Design exc_ctrl, sky130hd; sources not shown.
Placed standard cells:
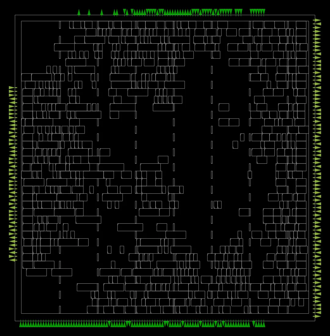
fillers: 1157
Tap Count: 143
core area: 0.0111 mm2

Signal wires on met2:
Cells faint in the background.
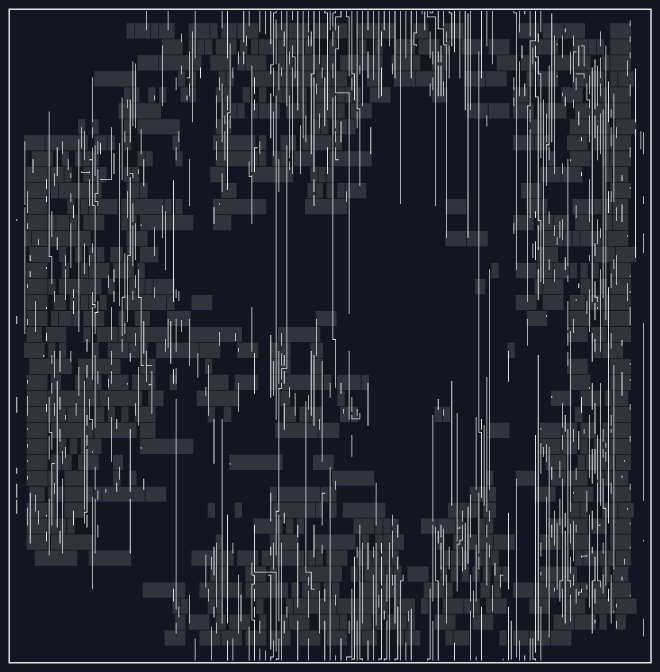
wire length on this layer: 4690 um
nets with wire on the layer: 590
met2 Use GR: 0.281
DRT Wirelength: 9570 um
via count: 3196

Logic cells by family:
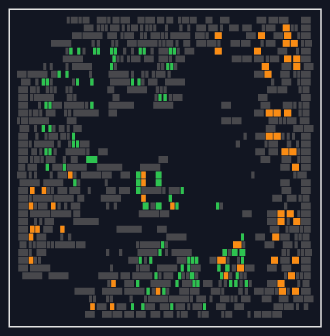
legend:
  aoi and oai cells:
    color: orange
    cells: 54
    where: all over the die
  nand cells:
    color: green
    cells: 83
Comb area share: 0.257
Non-Filler Instances: 794
dominant logic cell type in the layout: clkdlybuf4s50_1

Placed cells, one color a class:
Scale bar: 20 um.
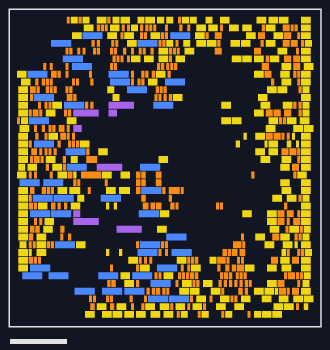
legend:
  clock drivers and dummy loads:
    color: purple
    cells: 8
  remaining buffers and delay cells:
    color: yellow
    cells: 248
  sequential cells:
    color: blue
    cells: 45
  combinational and other logic:
    color: orange
    cells: 349
Seq area share: 0.177
fin util: 0.459
Design Area, Final: 0.00508 mm2
row cnt: 39

Routed clock nets over the placement:
Scale bar: 20 um.
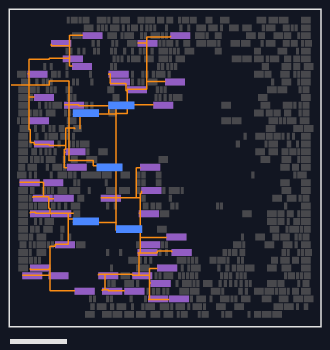
legend:
  flip-flops:
    color: purple
    count: 45
  clock drivers:
    color: blue
    count: 5
  clock wires:
    color: orange
    length: 593 um
routed clock nets: 6
Power Clock: 0.296 mW
clock latency at the later pin of the worst-skew pair: 0.28 ns
clock network power share: 0.304

==> results.tsv <==
stage	metric	value	unit
routing	highest_layer	met4	
final_timing	rsz0062_at_grt	no	
clocking	ctsResizeCount	0	
hold_path	hold_class	reg2reg	
pwr	switching_power	0.273	mW
logic_synthesis	ys_chip_area	0.00269	mm2
clocking	cts_tree	done	
logic_synthesis	top_logic_kind	simple AND/OR/NAND/NOR gates	
placement	hpwl	7960	um
routing	drc_errors	0	
logic_synthesis	flop_cell	dfxtp_1	
final_timing	fmax	209	MHz
setup_path	crit_slowest_cell	clkdlybuf4s50_1	
layout	flops	45	
clocking	cts_hold_buf	0	
layout	fin_nets	828	
pwr	swShare	0.280	
layout	seq_area	901	um2
final_timing	setup_ws	0.784	ns
routing	met1Wirelength	3660	um
clocking	path_clk_slew	0.07	ns
logic_synthesis	yosys_warnings	0	
placement	dp.cells	785	
final_timing	final.setup.tns	0	ns
setup_path	worst-r2r-setup-slack	3.45	ns
logic_synthesis	mux_share	0	
setup_path	worstSetupPathType	in2out	
placement	gp_congestion	0.744	
outcome	status	finished, final reports clean	
layout	diodes	1	
clocking	clockBufferDepth	2	
layout	inv_count	63	
setup_path	endpoint_kind	output pin	
hold_path	holdPathStages	2	
logic_synthesis	syn_inst	419	
global_route	grt_max_degree	17	
setup_path	path_delay_family	buffers and inverters	
logic_synthesis	topCellsByArea	dfxtp_1, nor2_1, buf_4	
global_route	grt_use_total	0.154	
global_route	overflow	0	
logic_synthesis	syn-mean-instance-area	6.42	um2
floorplanning	dieHeight	111	um
logic_synthesis	synth.most_common_cell	nor2_1	
placement	portBuffers	196	
logic_synthesis	edf_count	0	
pwr	p_seq	0.363	mW
pwr	p_per_area	192	mW/mm2
clocking	cts.sinks	45	
floorplanning	initCoreUtil	0.243	
layout	clk_share	0.0295	
logic_synthesis	ys_cells	419	
routing	ant_nets	0	
setup_path	ff2ff_path_depth	11	
routing	post_drt_wl_per_cell	12.0	um
placement	placed_cell_area	0.00493	mm2
logic_synthesis	numSynthFlops	45	
setup_path	critPathArrivalTime	3.47	ns
logic_synthesis	synthesis.area	0.00269	mm2
pwr	power-top-group	sequential cells	
layout	largest_register_ffs	32	
routing	via_per_inst	4.03	
setup_path	crit_cells	12	
layout	drive_gt1_frac	0.102	
layout	area_delta_synth_final	88.8	%
floorplanning	die_w	109	um
setup_path	cp_cell_sequence	clkdlybuf4s50_1 > o21ai_0 > nand3_1 > nand2_1 > nand2_1 > nand2_2 > nand2_1 > nor2_4 > inv_2 > buf_4 > buf_4 > clkdlybuf4s50_1	
global_route	antenna_found_initial	1	
setup_path	critPathBufInv	5	
floorplanning	io_pins	279	
clocking	cts_buffers	5	
final_timing	tightest_slew	0.683	ns
logic_synthesis	synth.cellmix.simpleShare	0.313	
logic_synthesis	yosysUniqueCellTypes	25	
layout	clkbuf_count	5	
pwr	fin_total_pwr	0.973	mW
global_route	grt_use_met3	0.0494	
setup_path	critPathRequiredTime	4.26	ns
flow_run	tool_warnings	78	
layout	layout_top_cells	clkdlybuf4s50_1, nor2_1, nand2_1	
setup_path	path_max_fanout	11	
final_timing	hold_viol_final	0	
global_route	busiest_layer	met2	
final_timing	holdWs	0.210	ns
global_route	grt_pass1_vias	2909	
layout	mi_logic_area	0.00131	mm2
global_route	grt_first_pass_wirelength	14700	um
clocking	postCtsSetupRepairBufs	0	
routing	dr.pass1.iters	4	
clocking	cts_root_buf	clkbuf_16	
final_timing	fin_crit_sh	0.859	
pwr	comb-power	0.314	mW
placement	place_ws	0.725	ns
pwr	vdd_ir_drop_max	0.153	mV
final_timing	setup_violations	0	
layout	largest_cell_class	non-clock buffers	
layout	buf_share	0.453	
global_route	met1_usage	0.168	
logic_synthesis	xor_share	0	
Power is estimated from default activity; no workload was simulated.
